$ cat src/rtl/unidad_fetch.sv
// Instruction fetch unit: drives the instruction-memory read strobe and address,
// captures the returned word one cycle later and hands it to decode over a
// valid/ready handshake. Supports redirect with flush and stops after PC_LAST.
module unidad_fetch #(
    parameter logic [31:0] PC_RESET = 32'h00400000,
    parameter logic [31:0] PC_LAST  = 32'h00400038
) (
    input  logic        clk,
    input  logic        reset,
    output logic        ReadMem,
    output logic [31:0] Dir_Instru,
    input  logic [31:0] Dato_Instru,
    input  logic        salto,
    input  logic [31:0] dir_salto,
    output logic [31:0] instr,
    output logic [31:0] pc_instr,
    output logic        instr_valid,
    input  logic        instr_ready,
    output logic        done,
    output logic [15:0] instr_count
);

    localparam int unsigned XLEN = 32;
    localparam int unsigned CW   = 16;

    typedef enum logic [1:0] {
        S_ISSUE = 2'd0,
        S_WAIT  = 2'd1,
        S_HOLD  = 2'd2,
        S_DONE  = 2'd3
    } state_t;

    state_t            r_state;
    state_t            w_next_state;
    logic [XLEN-1:0]   r_pc;
    logic [XLEN-1:0]   r_instr;
    logic [XLEN-1:0]   r_pc_instr;
    logic              r_valid;
    logic              r_done;
    logic [CW-1:0]     r_count;

    logic              w_xfer;
    logic              w_last;
    logic [XLEN-1:0]   w_target;

    assign w_xfer   = (r_state == S_HOLD) && r_valid && instr_ready;
    assign w_last   = (r_pc_instr == PC_LAST);
    assign w_target = dir_salto & ~XLEN'(3);

    // Strobe is a pure state decode; reset forces it inactive while asserted.
    assign ReadMem     = reset | (r_state != S_ISSUE);
    assign Dir_Instru  = r_pc;
    assign instr       = r_instr;
    assign pc_instr    = r_pc_instr;
    assign instr_valid = r_valid;
    assign done        = r_done;
    assign instr_count = r_count;

    // State register.
    always_ff @(posedge clk or posedge reset) begin
        if (reset) begin
            r_state <= S_ISSUE;
        end else begin
            r_state <= w_next_state;
        end
    end

    // Next-state logic; redirect overrides every other transition.
    always_comb begin
        w_next_state = r_state;
        case (r_state)
            S_ISSUE: w_next_state = S_WAIT;
            S_WAIT:  w_next_state = S_HOLD;
            S_HOLD: begin
                if (w_xfer) begin
                    w_next_state = w_last ? S_DONE : S_ISSUE;
                end
            end
            S_DONE:  w_next_state = S_DONE;
            default: w_next_state = S_ISSUE;
        endcase
        if (salto) begin
            w_next_state = S_ISSUE;
        end
    end

    // PC, instruction buffer, done flag and handshake counter.
    always_ff @(posedge clk or posedge reset) begin
        if (reset) begin
            r_pc       <= PC_RESET;
            r_instr    <= '0;
            r_pc_instr <= '0;
            r_valid    <= 1'b0;
            r_done     <= 1'b0;
            r_count    <= '0;
        end else begin
            // A transfer coinciding with a redirect still completes.
            if (w_xfer && (r_count != {CW{1'b1}})) begin
                r_count <= r_count + CW'(1);
            end
            if (salto) begin
                r_pc    <= w_target;
                r_valid <= 1'b0;
                r_done  <= 1'b0;
            end else begin
                case (r_state)
                    S_WAIT: begin
                        r_instr    <= Dato_Instru;
                        r_pc_instr <= r_pc;
                        r_valid    <= 1'b1;
                        r_pc       <= r_pc + XLEN'(4);
                    end
                    S_HOLD: begin
                        if (w_xfer) begin
                            r_valid <= 1'b0;
                            if (w_last) begin
                                r_done <= 1'b1;
                            end
                        end
                    end
                    default: ;
                endcase
            end
        end
    end

endmodule
$ cat config.mk
export PLATFORM = sky130hd
export DESIGN_NAME = unidad_fetch
export DESIGN_NICKNAME = d
export VERILOG_FILES = /design/src/rtl/unidad_fetch.sv
export SDC_FILE = /design/constraint.sdc
export NUM_CORES = 1
export LEC_CHECK = 0
export CAP_MARGIN = 40
export CORE_ASPECT_RATIO = 0.75
export CORE_UTILIZATION = 39
export CTS_BUF_LIST = sky130_fd_sc_hd__clkbuf_4 sky130_fd_sc_hd__clkbuf_8 sky130_fd_sc_hd__clkbuf_16
export DETAILED_ROUTE_END_ITERATION = 6
export PLACE_DENSITY = 0.82
export SLEW_MARGIN = 20
export SYNTH_ARGS = -nofsm -noshare
export SYNTH_HDL_FRONTEND = slang
export SYNTH_SLANG_ARGS = --single-unit
$ cat constraint.sdc
create_clock -name clk -period 4 [get_ports clk]
set_clock_uncertainty 0.15 [all_clocks]
set_input_delay 0.8 -clock clk [delete_from_list [all_inputs] [get_ports clk]]
set_output_delay 0.8 -clock clk [all_outputs]
set_load 0.02 [all_outputs]
### Placed cells, one colour a class

Scale bar: 50 um.
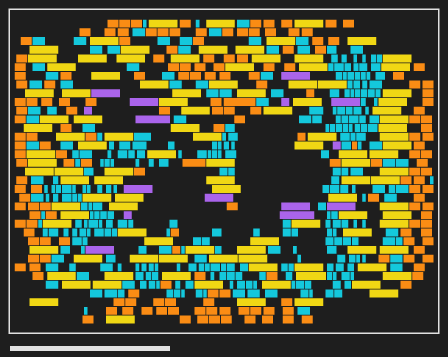
| class | colour | cells |
|---|---|---|
| remaining buffers and delay cells | orange | 183 |
| remaining logic cells | cyan | 307 |
| registers | yellow | 112 |
| clock drivers and dummy loads | purple | 15 |
# rows: 35
Core Region: 0.01248 sq mm
fin area: 0.007342 sq mm
Seq area share: 38.19%
Util after Layout: 58.83%

### Where the registers sit

Scale bar: 50 um.
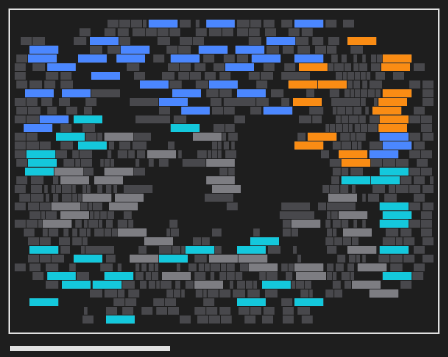
| name in the netlist | colour | sequential cells |
|---|---|---|
| pc_instr | cyan | 30 |
| instr | blue | 32 |
| instr_count | orange | 16 |
seq pwr: 1.64 mW
register area: 0.002804 sq mm

### Logic cells by family

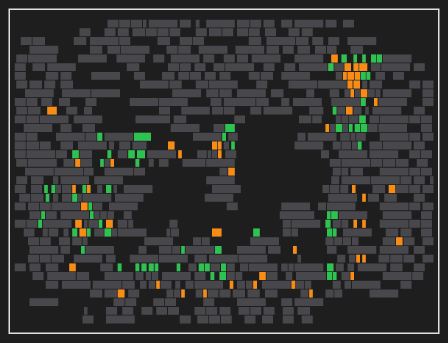
| family | colour | cells |
|---|---|---|
| nand cells | green | 64 |
| nor cells | orange | 50 |
Finished Layout Cells: 783
most frequent logic cell in the layout: clkdlybuf4s50_1
logic share of the area: 29.11%

### Signal wires by layer

Scale bar: 50 um. Two of the layers only.
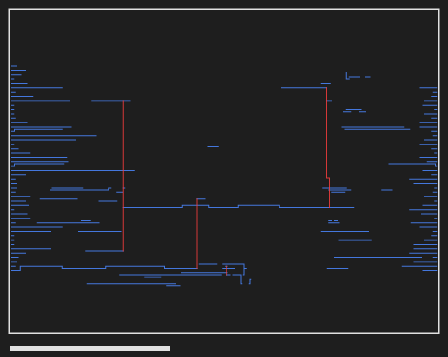
| layer | colour | wire length |
|---|---|---|
| M3 | blue | 1040 um |
| M4 | red | 110 um |
wire per inst: 16.87 um
Vias: 4298
GRT Util Overall: 19.85%

==> impl_metrics.csv <==
group,metric,value,unit
global_routing,overflow,0,
cells_and_area,lay_top_cells,"clkdlybuf4s50_1 (176), dfrtp_1 (111), mux2_2 (65)",
synthesis,numSynthFlops,112,
min_path,hold_path.startpoint,"instr[20]$_DFFE_PP0P_",
min_path,hold_depth,1,
synthesis,synth_cells,440,
die,ios,183,
detailed_routing,via_per_inst,5.489,
synthesis,ys_area,0.005077,sq mm
place,dp.final_hpwl,9627,um
min_path,min_path_type,"register to register",
place,post-place-cells,767,
critical_path,path_class,"primary input to output port",
min_path,holdPathEnd,"instr[20]$_DFFE_PP0P_",
clocking,cts_made_buffers,9,
place,dp_slack,0.8608,ns
detailed_routing,firstDrtPassIters,5,
cells_and_area,area_growth,44.60,%
synthesis,synthMuxAreaShare,14.61,%
clocking,tritoncts,"yes",
place,port_buffers,176,
sta,finalMaxSlewViolations,0,
synthesis,synth.avg_cell_area,11.54,sq um
synthesis,ys_cells,440,
clocking,postCtsHoldBufs,0,
critical_path,reg2reg_to,"Dir_Instru[27]$_DFFE_PP0N_",
critical_path,arrival,2.11,ns
global_routing,antenna_found_initial,0,
sta,setup_viol,0,
sta,period_needed,3.065,ns
critical_path,start_kind,"primary input",
critical_path,end_kind,"output port",
clocking,path_clk_slew,0.07,ns
critical_path,cpMaxStageDelayCell,"clkdlybuf4s50_1",
critical_path,crit_fanout,2,
synthesis,synthAdderAreaFrac,0.4929,%
synthesis,synthAoiAreaFrac,7.738,%
sta,fin_crit_sh,76.62,%
clocking,clock_tree.buffer_depth,2,
clocking,post-cts-setup-buffer-count,0,
sta,rsz0062_at_grt,"false",
critical_path,rr_startpoint,"Dir_Instru[11]$_DFFE_PP0N_",
critical_path,cp-endpoint,"ReadMem",
die,die_x,133.8,um
global_routing,grt_pass1_wl,20790,um
synthesis,yosysWarnings,0,
pwr,pwr_density_cell,543.8,mW/mm^2
run_status,status,"complete, no violations",
clocking,clk_latency,0.35,ns
critical_path,regToRegSetupSlack,1.44,ns
sta,setup_total_negative_slack,0,ns
synthesis,logic_family,"simple AND/OR/NAND/NOR gates",
die,fp.dieH,100.8,um
synthesis,netlist_area,0.005077,sq mm
run,maxCapViolations,0,
cells_and_area,drive_gt1_share,14.75,%
detailed_routing,antenna_left,0,
synthesis,postSynthSeqShare,55.22,%
synthesis,ys_sh_xor,3.622,%
detailed_routing,drc,0,
clocking,cts_max_level,3,
synthesis,yosys.cell_types.count,42,
critical_path,cp.required,3.05,ns
clocking,clock-sinks,112,
critical_path,path_common_cell,"clkdlybuf4s50_1",
pwr,peakVddDrop,297.8,uV
cells_and_area,nets,683,
die,dieArea,0.01348,sq mm
critical_path,worstPathCellList,"clkdlybuf4s50_1 -> clkinvlp_4 -> nand2_1 -> clkdlybuf4s50_1",
sta,whs,0.3587,ns
cells_and_area,fillerInstances,1029,
clocking,cts_resized,0,
sta,fin_ws,0.9351,ns
detailed_routing,drt-initial-drc-count,226,
critical_path,rr_worst_depth,4,
place,place.gp.congestion,0.9120,
global_routing,grt_pass1_vias,4022,
synthesis,synthSimpleGateAreaFrac,15.30,%
sta,finalHoldViolations,0,
pwr,power.total,3.993,mW
critical_path,critPathLaunch,"reset",
cells_and_area,antenna_cells,0,
detailed_routing,routed_wirelength,13210,um
global_routing,grt_max_degree,56,
clocking,cts-root-buf,"clkbuf_16",
sta,max_freq,0.3263,GHz
die,fp_util,40.68,%
run,tool_warnings,28,
sta,worst_slew_margin_rel,48.16,%
pwr,leakage,2.921,nW
sta,tightest_slew,0.7705,ns
place,place_area,0.007022,sq mm
critical_path,worst_path_largest_cell_delay,0.63,ns
per-layer routing:
metal  wire length (um)  vias up  GRT usage (%)
li1                   -     1954              -
met1               5705     2142          26.43
met2               6354      191          32.40
met3               1036       11          5.229
met4                109        0          4.808
met5                  0        -              0
worst max-delay path, delay by kind of cell:
family	cells	cell delay (ns)
simple gates	1	0.06
buf+inv	3	1.25
synth_stat cells, drive strengths merged:
library cell	instances	share of area, %
nor3b	1	0.15
nand4	11	1.4
clkbuf	12	0.91
nor4b	2	0.35
nor2	25	1.8
nor4	14	1.7
dfstp	1	0.52
inv	7	0.52
or3	5	0.62
o31ai	12	1.8
a211oi	2	0.30
nand2	31	2.3
conb	1	0.074
nand3	19	1.9
a2111oi	1	0.17
nor3	5	0.49
nand3b	1	0.15
mux2	65	14
or4	14	2.1
and4	5	0.86
clkinv	1	0.074
buf	12	1.4
and4b	1	0.20
and3	3	0.37
o31a	2	0.35
nand4b	2	0.47
o21a	1	0.15
o21ai	18	1.8
a41oi	1	0.17
dfrtp	111	55
nor2b	3	0.37
and2	1	0.12
xor2	10	1.7
ha	2	0.49
o211ai	2	0.30
mux2i	1	0.20
xnor2	11	1.9
a21oi	8	0.79
a31oi	16	2.0
final cells by class:
class	count	area (sq um)	share of cell area (%)
well taps	166	207.7	2.829
clock buffers	12	247.7	3.374
clock inverters	3	67.56	0.9202
repair buffers	183	1844	25.12
flip-flops and latches	112	2804	38.19
multi-input cells	299	2137	29.11
inverters	8	33.78	0.4601
sequential cells by signal (all words and copies together) (netlist names):
register,cells
instr_count,16
pc_instr,30
instr,32
done,1
r_state,2
instr_valid,1
Dir_Instru,30
report_power, final:
group | switching, mW | internal [mW] | total (mW)
clock | 0.397 | 0.567 | 0.964
sequential | 0.233 | 1.41 | 1.64
combinational | 0.643 | 0.746 | 1.39
Power figures rest on the tool's default switching activity, not on a simulated workload.
